$ cat src/rtl/io_bridge_pkg.sv
// Shared helpers for the processor I/O bridge: address and FIFO entry widths
// derived from the bridge parameters.
package io_bridge_pkg;

    localparam int unsigned NubitsDefault = 16;
    localparam int unsigned NuioinDefault = 2;
    localparam int unsigned NuioouDefault = 2;
    localparam int unsigned OdepthDefault = 4;

    // Address width for n ports; a single port still gets one select bit.
    function automatic int unsigned addr_w(input int unsigned n);
        return (n > 1) ? $clog2(n) : 1;
    endfunction

    // One output FIFO entry holds {address, data}.
    function automatic int unsigned entry_w(input int unsigned nubits, input int unsigned nuioou);
        return nubits + addr_w(nuioou);
    endfunction

endpackage

$ cat src/rtl/io_fifo.sv
// Synchronous FIFO for the output queue. Depth must be a power of two so the
// pointers wrap naturally; a push on a full FIFO is accepted only with a pop.
module io_fifo
    import io_bridge_pkg::*;
#(
    parameter int unsigned Depth = OdepthDefault,
    parameter int unsigned Width = 18,
    localparam int unsigned PtrW = addr_w(Depth),
    localparam int unsigned CntW = PtrW + 1
) (
    input  logic             clk,
    input  logic             rst,
    input  logic             push_i,
    input  logic             pop_i,
    input  logic [Width-1:0] wdata_i,
    output logic [Width-1:0] rdata_o,
    output logic             full_o,
    output logic             empty_o,
    output logic [CntW-1:0]  count_o
);

    logic [Width-1:0] mem_q [Depth];
    logic [PtrW-1:0]  wr_ptr_q, wr_ptr_d;
    logic [PtrW-1:0]  rd_ptr_q, rd_ptr_d;
    logic [CntW-1:0]  count_q, count_d;
    logic             do_push, do_pop;

    assign empty_o = (count_q == '0);
    assign full_o  = (count_q == CntW'(Depth));
    assign count_o = count_q;
    assign rdata_o = mem_q[rd_ptr_q];

    // Pop is evaluated first so a full FIFO can take a push in the same cycle;
    // an empty FIFO ignores the pop, so there is no fall-through.
    assign do_pop  = pop_i & ~empty_o;
    assign do_push = push_i & (~full_o | do_pop);

    always_comb begin
        wr_ptr_d = wr_ptr_q;
        rd_ptr_d = rd_ptr_q;
        count_d  = count_q;
        if (do_push) begin
            wr_ptr_d = wr_ptr_q + PtrW'(1);
        end
        if (do_pop) begin
            rd_ptr_d = rd_ptr_q + PtrW'(1);
        end
        unique case ({do_push, do_pop})
            2'b10:   count_d = count_q + CntW'(1);
            2'b01:   count_d = count_q - CntW'(1);
            default: count_d = count_q;
        endcase
    end

    always_ff @(posedge clk) begin
        if (rst) begin
            wr_ptr_q <= '0;
            rd_ptr_q <= '0;
            count_q  <= '0;
        end else begin
            wr_ptr_q <= wr_ptr_d;
            rd_ptr_q <= rd_ptr_d;
            count_q  <= count_d;
        end
    end

    // Storage needs no reset: stale entries are unreachable once the pointers clear.
    always_ff @(posedge clk) begin
        if (do_push) begin
            mem_q[wr_ptr_q] <= wdata_i;
        end
    end

endmodule

$ cat src/rtl/io_bridge.sv
// Peripheral side of the processor I/O port: per-address input holding
// registers with interrupt on capture, and an output write queue.
module io_bridge
    import io_bridge_pkg::*;
#(
    parameter int unsigned NUBITS = NubitsDefault,
    parameter int unsigned NUIOIN = NuioinDefault,
    parameter int unsigned NUIOOU = NuioouDefault,
    parameter int unsigned ODEPTH = OdepthDefault,
    localparam int unsigned AinW  = addr_w(NUIOIN),
    localparam int unsigned AoutW = addr_w(NUIOOU),
    localparam int unsigned EntW  = entry_w(NUBITS, NUIOOU)
) (
    input  logic              clk,
    input  logic              rst,
    input  logic              req_in,
    input  logic [AinW-1:0]   addr_in,
    output logic [NUBITS-1:0] io_in,
    input  logic              out_en,
    input  logic [AoutW-1:0]  addr_out,
    input  logic [NUBITS-1:0] io_out,
    output logic              itr,
    input  logic [NUBITS-1:0] xi_data,
    input  logic [AinW-1:0]   xi_addr,
    input  logic              xi_valid,
    output logic              xi_ready,
    output logic [NUBITS-1:0] xo_data,
    output logic [AoutW-1:0]  xo_addr,
    output logic              xo_valid,
    input  logic              xo_ready,
    output logic              ovf
);

    localparam int unsigned CntW = addr_w(ODEPTH) + 1;

    logic [NUBITS-1:0] hold_q [NUIOIN];
    logic [NUBITS-1:0] hold_d [NUIOIN];
    logic [NUIOIN-1:0] full_q, full_d;
    logic              itr_q, itr_d;
    logic              ovf_q, ovf_d;
    logic              xi_fire;

    logic              fifo_push, fifo_pop, fifo_full, fifo_empty;
    logic [EntW-1:0]   fifo_wdata, fifo_rdata;
    logic [CntW-1:0]   fifo_count;

    // ---------------- input holding registers ----------------
    assign xi_ready = ~full_q[xi_addr];
    assign xi_fire  = xi_valid & xi_ready;
    assign io_in    = hold_q[addr_in];

    always_comb begin
        hold_d = hold_q;
        full_d = full_q;
        if (req_in) begin
            full_d[addr_in] = 1'b0;
        end
        // Capture after the read clear so a same-cycle set wins.
        if (xi_fire) begin
            hold_d[xi_addr] = xi_data;
            full_d[xi_addr] = 1'b1;
        end
    end

    assign itr_d = xi_fire;

    // ---------------- output queue ----------------
    assign fifo_wdata = {addr_out, io_out};
    assign fifo_push  = out_en;
    assign fifo_pop   = xo_ready & ~fifo_empty;
    assign ovf_d      = ovf_q | (out_en & fifo_full & ~fifo_pop);

    assign xo_valid = (fifo_count != '0);
    assign xo_addr  = fifo_rdata[EntW-1 -: AoutW];
    assign xo_data  = fifo_rdata[NUBITS-1:0];
    assign itr      = itr_q;
    assign ovf      = ovf_q;

    io_fifo #(
        .Depth (ODEPTH),
        .Width (EntW)
    ) u_fifo (
        .clk     (clk),
        .rst     (rst),
        .push_i  (fifo_push),
        .pop_i   (fifo_pop),
        .wdata_i (fifo_wdata),
        .rdata_o (fifo_rdata),
        .full_o  (fifo_full),
        .empty_o (fifo_empty),
        .count_o (fifo_count)
    );

    always_ff @(posedge clk) begin
        if (rst) begin
            for (int i = 0; i < int'(NUIOIN); i++) begin
                hold_q[i] <= '0;
            end
            full_q <= '0;
            itr_q  <= 1'b0;
            ovf_q  <= 1'b0;
        end else begin
            hold_q <= hold_d;
            full_q <= full_d;
            itr_q  <= itr_d;
            ovf_q  <= ovf_d;
        end
    end

endmodule
$ cat config.mk
export PLATFORM = sky130hd
export DESIGN_NAME = io_bridge
export DESIGN_NICKNAME = d
export VERILOG_FILES = /design/src/rtl/io_bridge_pkg.sv /design/src/rtl/io_fifo.sv /design/src/rtl/io_bridge.sv
export SDC_FILE = /design/constraint.sdc
export NUM_CORES = 1
export LEC_CHECK = 0
export CORE_MARGIN = 5
export CORE_UTILIZATION = 47
export CTS_BUF_LIST = sky130_fd_sc_hd__clkbuf_4 sky130_fd_sc_hd__clkbuf_8 sky130_fd_sc_hd__clkbuf_16
export CTS_CLUSTER_DIAMETER = 50
export DETAILED_ROUTE_END_ITERATION = 12
export GPL_TIMING_DRIVEN = 0
export PLACE_DENSITY = 0.68
export SYNTH_ARGS = -nofsm -noshare
export SYNTH_HDL_FRONTEND = slang
export SYNTH_SLANG_ARGS = --single-unit
$ cat constraint.sdc
create_clock -name clk -period 3.7 [get_ports clk]
set_clock_uncertainty 0.1 [all_clocks]
set_input_delay 0.37 -clock clk [delete_from_list [all_inputs] [get_ports clk]]
set_output_delay 0.37 -clock clk [all_outputs]
set_load 0.02 [all_outputs]
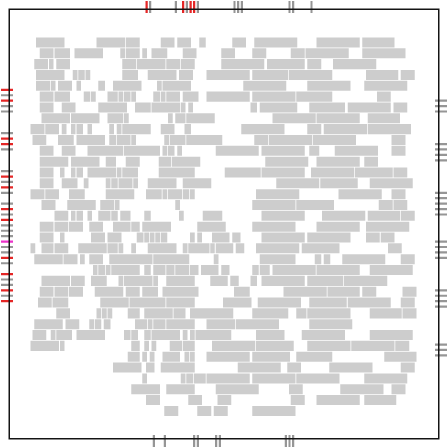
Figure 1: run 1, pin placement.
Pins as bars across the die edge, other pins in gray.
Red stands for io_in, pins 16, direction output, edge 12 left, 4 top. Magenta stands for xi_valid, pins 1, direction input, edge left.

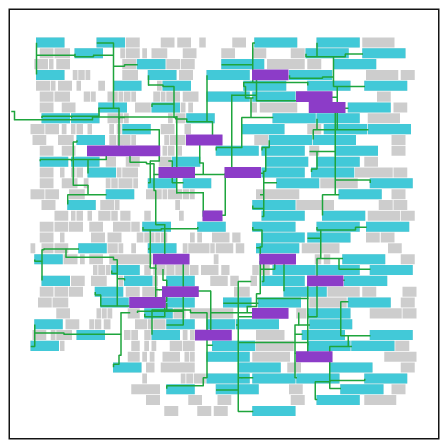
Figure 2: run 1, clock distribution.
Purple stands for clock drivers, count 17. Cyan stands for flip-flops, count 113. Green stands for clock wires, length 1330 um.
There are 18 routed clock nets. Position of the flops: spread over the die.

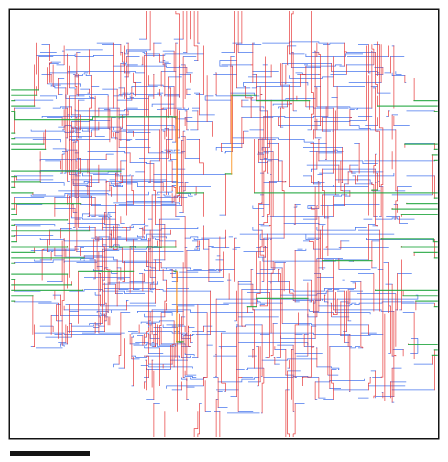
Figure 3: run 1, wiring by layer.
The bar under the picture is 20 um long.
Orange stands for metal 4, wire length 56.4 um. Red stands for metal 2, wire length 4300 um. Green stands for metal 3, wire length 535 um. Blue stands for metal 1, wire length 3750 um.

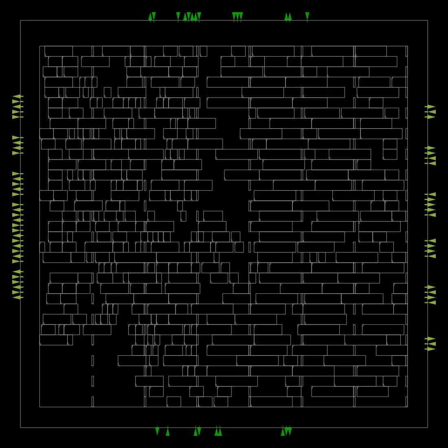
Figure 4: run 1, placement view.
row count: 35
# fillers: 695
Tap Count: 129
flip-flops: 113

==> reports/qor.yml, run 1 <==
htreeDepth: 4
hold_class: "primary input to flop"
wl_um: 8640
synth-main-ff-cell: "edfxtp_1"
p_switching_mw: 0.969
crit_chain: "buf_6 > buf_12 > mux4_1 > clkdlybuf4s50_1"
synth_area_um2: 4460
worstSetupPathType: "flop to primary output"
cts.path.max_buffers: 2
tightest_slew_ps: 897
fin_area_um2: 5960
place_area_um2: 5370
core_um2: 9240
clock-sinks: 113
status: "complete, no violations"
yosysWarningCount: 0
synthAoiAreaFrac: 0.0286
cp.required_ps: 3230
yosys-top-cells-area: "edfxtp_1 (46%), dfxtp_1 (20%), mux4_1 (5.3%), mux2i_1 (4.0%), mux2_2 (4.0%)"
hold_viol_final: 0
clk_latency_ps: 500
seq_power_share: 0.389
chipArea_um2: 11500
clockRootBuffer: "clkbuf_8"
path_buffers: 3
fin_nets: 437
clkTransAtPathRegs_ps: 50
ys_seq_elements: 113
numCtsBuffers: 17
hold_path_depth: 2
critical_path_depth: 4
fmax_ghz: 0.365
finalMaxSlewViolations: 0
gp_congestion: 0.739
ant_nets: 0
warnings: 29
grt_busiest_layer: "met2"
logic_family: "multiplexers"
rsz0062_at_grt: "false"
syn_area_per_cell_um2: 15.1
place_ws_ps: 961
drive_above_1_share: 0.174
xor_share: 0.00785
grt_pass1_vias: 2944
antenna_found_initial: 0
use_met2: 0.270
final-setup-viol-count: 0
io_buffers: 75
num_vias: 2638
worstPathArrival_ps: 2270
rr_startpoint: "u_fifo.count_o[0]"
viasPerCell: 4.96
fin_util: 0.645
ys_top_cells_by_count: "edfxtp_1 (68), dfxtp_1 (45), nand2_1 (33)"
cts_resized: 0
fp_util: 0.483
grt_pass1_wl_um: 14400
dieWidth_um: 107
grt_max_degree: 18
firstDrtPassIters: 6
r2r-end: "u_fifo.count_o[2]"
drcViolationCount: 0
ys_seq_share: 0.660
ios: 78
critical_path.max_stage_delay_ps: 560
[run 1: per-layer routing]
layer | up-vias | wire (um)
met1 | 1283 | 3750
met3 | 6 | 534
met4 | 0 | 56
met2 | 75 | 4300
li1 | 1274 | -
met5 | - | 0
[run 1: placed cells by master (no fill, tap or decap), types with 3 or more instances in the layout]
cell type / n
xor2_1: 3
nand2_1: 33
inv_1: 6
clkinv_2: 3
nand2b_1: 3
clkinvlp_4: 4
clkbuf_1: 5
mux2i_1: 18
ha_1: 5
mux4_2: 8
buf_2: 6
bufinv_16: 3
mux4_1: 9
dfxtp_1: 45
clkdlybuf4s50_1: 75
a21oi_1: 21
mux2_2: 16
nor2_1: 27
and2_1: 4
clkbuf_16: 16
edfxtp_1: 68
[run 1: layout make-up]
cell class                      instances  area (um^2)  share of cell area
Buffer                                 16          106              0.0178
Timing Repair Buffer                   75          751               0.126
Sequential cell                       113         2940               0.494
Inverter                                6         22.5             0.00378
Tap cell                              129          161              0.0271
Clock inverter                         14          165              0.0277
Clock buffer                           18          422              0.0708
Multi-Input combinational cell        161         1390               0.233
[run 1: power groups by stage]
stage	combinational (mW)	sequential (mW)	clock (mW)
2_1_floorplan	0.477	1.50	0
6_report	0.758	1.49	1.59
5_1_grt	0.824	1.50	1.68
3_3_place_gp	0.759	1.51	0
4_1_cts	0.774	1.49	1.61
3_5_place_dp	0.769	1.52	0
[run 1: registers in the layout, indices dropped and copies added, names as in the netlist, named ones only]
| signal | cells |
|---|---|
| u_fifo.mem_q | 68 |
| hold_q | 32 |
| u_fifo.count_o | 3 |
| full_q | 2 |
| u_fifo.rd_ptr_q | 2 |
| u_fifo.wr_ptr_q | 2 |
| itr | 1 |
| ovf | 1 |
## Run 2: what changed since run 1
--- a/config.mk
+++ b/config.mk
@@ -11,7 +11,7 @@
 export CTS_CLUSTER_DIAMETER = 50
 export DETAILED_ROUTE_END_ITERATION = 12
 export GPL_TIMING_DRIVEN = 0
-export PLACE_DENSITY = 0.68
+export PLACE_DENSITY = 0.71
 export SYNTH_ARGS = -nofsm -noshare
 export SYNTH_HDL_FRONTEND = slang
 export SYNTH_SLANG_ARGS = --single-unit
==> constraint.sdc (replaced) <==
create_clock -name clk -period 2.3 [get_ports clk]
set_clock_uncertainty 0.1 [all_clocks]
set_input_delay 0.23 -clock clk [delete_from_list [all_inputs] [get_ports clk]]
set_output_delay 0.23 -clock clk [all_outputs]
set_load 0.02 [all_outputs]
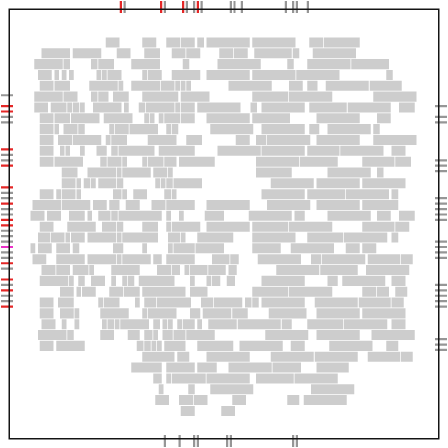
Figure 5: run 2, pin placement.
Pins as bars across the die edge, other pins in gray.
Magenta stands for xi_valid, pins 1, direction input, edge left. Red stands for io_in, pins 16, direction output, edge 12 left, 4 top.

==> reports/qor.yml, run 2 <==
grt_max_degree: 18
cp_max_fo: 7
critical_path.max_stage_delay_ps: 480
r2r-end: "u_fifo.count_o[2]"
power_density_nw_per_um2: 1050
grt_pass1_wl_um: 13900
crit_chain: "buf_6 > buf_12 > mux4_2 > dlygate4sd2_1"
p_switching_mw: 1.58
wl_um: 8900
cts.path.max_buffers: 2
largest_reg_flops: 68
final-setup-viol-count: 0
chipHeight_um: 107
worstPathArrival_ps: 1900
viasPerCell: 5.08
gp_congestion: 0.768
max_slew_margin: 0.384
fp_util: 0.483
endpoint_kind: "primary output"
synthCells: 296
io_buffers: 75
firstDrtPassIters: 4
ys_top_cells_by_count: "edfxtp_1 (68), dfxtp_1 (45), nand2_1 (33)"
clk_latency_ps: 510
num_vias: 2724
cp.required_ps: 1970
tightest_slew_ps: 924
finalMaxSlewViolations: 0
syn_area_per_cell_um2: 15.1
fin_util: 0.650
place_ws_ps: -283
comb-power_mw: 1.21
grt_pass1_vias: 2826
status: "complete, no violations"
ios: 78
clkTransAtPathRegs_ps: 60
hold_path_depth: 2
critical_path_depth: 4
clock-sinks: 113
hold_viol_final: 0
wl_per_cell_um: 16.6
fillers: 679
p_clk_mw: 2.66
htreeDepth: 4
ant_nets: 0
row_count: 35
dieWidth_um: 107
drcViolationCount: 0
lay_top_count: "edfxtp_1"
synth-main-ff-cell: "edfxtp_1"
chipArea_um2: 11500
async_flop_share: 0
yosysWarningCount: 0
hold_class: "primary input to flop"
clockRootBuffer: "clkbuf_8"
worstSetupPathType: "flop to primary output"
dr.first_iter.drc_count: 104
seq_power_share: 0.384
synth_area_um2: 4460
antenna_found_initial: 0
fin_nets: 441
power-top-group: "the clock network"
critPathSlowestCell: "mux4_2"
cts_tree: "done"
fin_area_um2: 6000
track_usage: 0.159
largest-register: "u_fifo.mem_q"
drive_above_1_share: 0.216
clock_power_share: 0.424
place_area_um2: 5370
lay_top_cells: "edfxtp_1 (68), clkdlybuf4s50_1 (58), dfxtp_1 (43), nand2_1 (33), nor2_1 (27)"
fmax_ghz: 0.449
numCtsBuffers: 17
ys_seq_share: 0.660
place_inst: 500
rr_startpoint: "u_fifo.count_o[0]"
path_buffers: 3
warnings: 29
p_seq_mw: 2.41
core_um2: 9240
yosys-top-cells-area: "edfxtp_1 (46%), dfxtp_1 (20%), mux4_1 (5.3%), mux2i_1 (4.0%), mux2_2 (4.0%)"
ys_seq_elements: 113
fp_nets: 343
-- run 2: netlist changes by cell type in the layout (fill, tap and decap cells not counted), sizes merged --
cell,before,now
clkinvlp,4,5
clkdlybuf4s50,75,58
clkdlybuf4s15,0,3
dlygate4sd2,0,7
clkinv,6,4
buf,11,22
bufinv,3,4
-- run 2: logic make-up (layout without fill, tap and decap cells) --
family | count (synthesis) | count (layout) | synth area share
adders and majority gates | 6 | 6 | 0.0185
DFF | 113 | 113 | 0.660
and+or+nand+nor | 75 | 75 | 0.0788
buffers and inverters | 22 | 133 | 0.0289
xor gates and xnor gates | 4 | 4 | 0.00786
muxes | 52 | 52 | 0.178
AOI/OAI and AO/OA | 24 | 24 | 0.0286
-- run 2: stage by stage --
| stage | total power, mW | setup TNS (ps) |
|---|---|---|
| final | 6.27 | 0 |
| after global routing | 6.53 | -4.48 |
| after CTS | 6.26 | 0 |
| after detailed placement | 3.68 | -11850 |
| after global placement | 3.65 | -10580 |
| after floorplan | 3.19 | 0 |
-- run 2: cell type report --
class                           instances  area, um^2  share of cell area
Clock buffer                           18         422              0.0702
Inverter                                6        22.5             0.00375
Buffer                                 16         109              0.0181
Sequential cell                       113        2950               0.491
Multi-Input combinational cell        161        1400               0.233
Timing Repair Buffer                   79         753               0.125
Clock inverter                         14         189              0.0315
Tap cell                              129         161              0.0269
-- run 2: timing repair --
item / 4_1_cts / 5_1_grt
setup endpoints to repair: 18 / 8
pin swaps: 0 / 2
hold buffers: 0 / 0
gates resized: 46 / 5
endpoints found under the hold margin: 0 / 0
buffers inserted: 0 / 4
-- run 2: metal layers --
layer  GRT usage  vias up  share of wire  wire [um]
met2       0.255       92           0.48       4300
met5           0        -              0          0
met1       0.190     1332           0.45       4000
li1            -     1290              -          -
met4      0.0685        0          0.011         95
met3      0.0648       10          0.057        510
Power figures rest on the tool's default switching activity, not on a simulated workload.
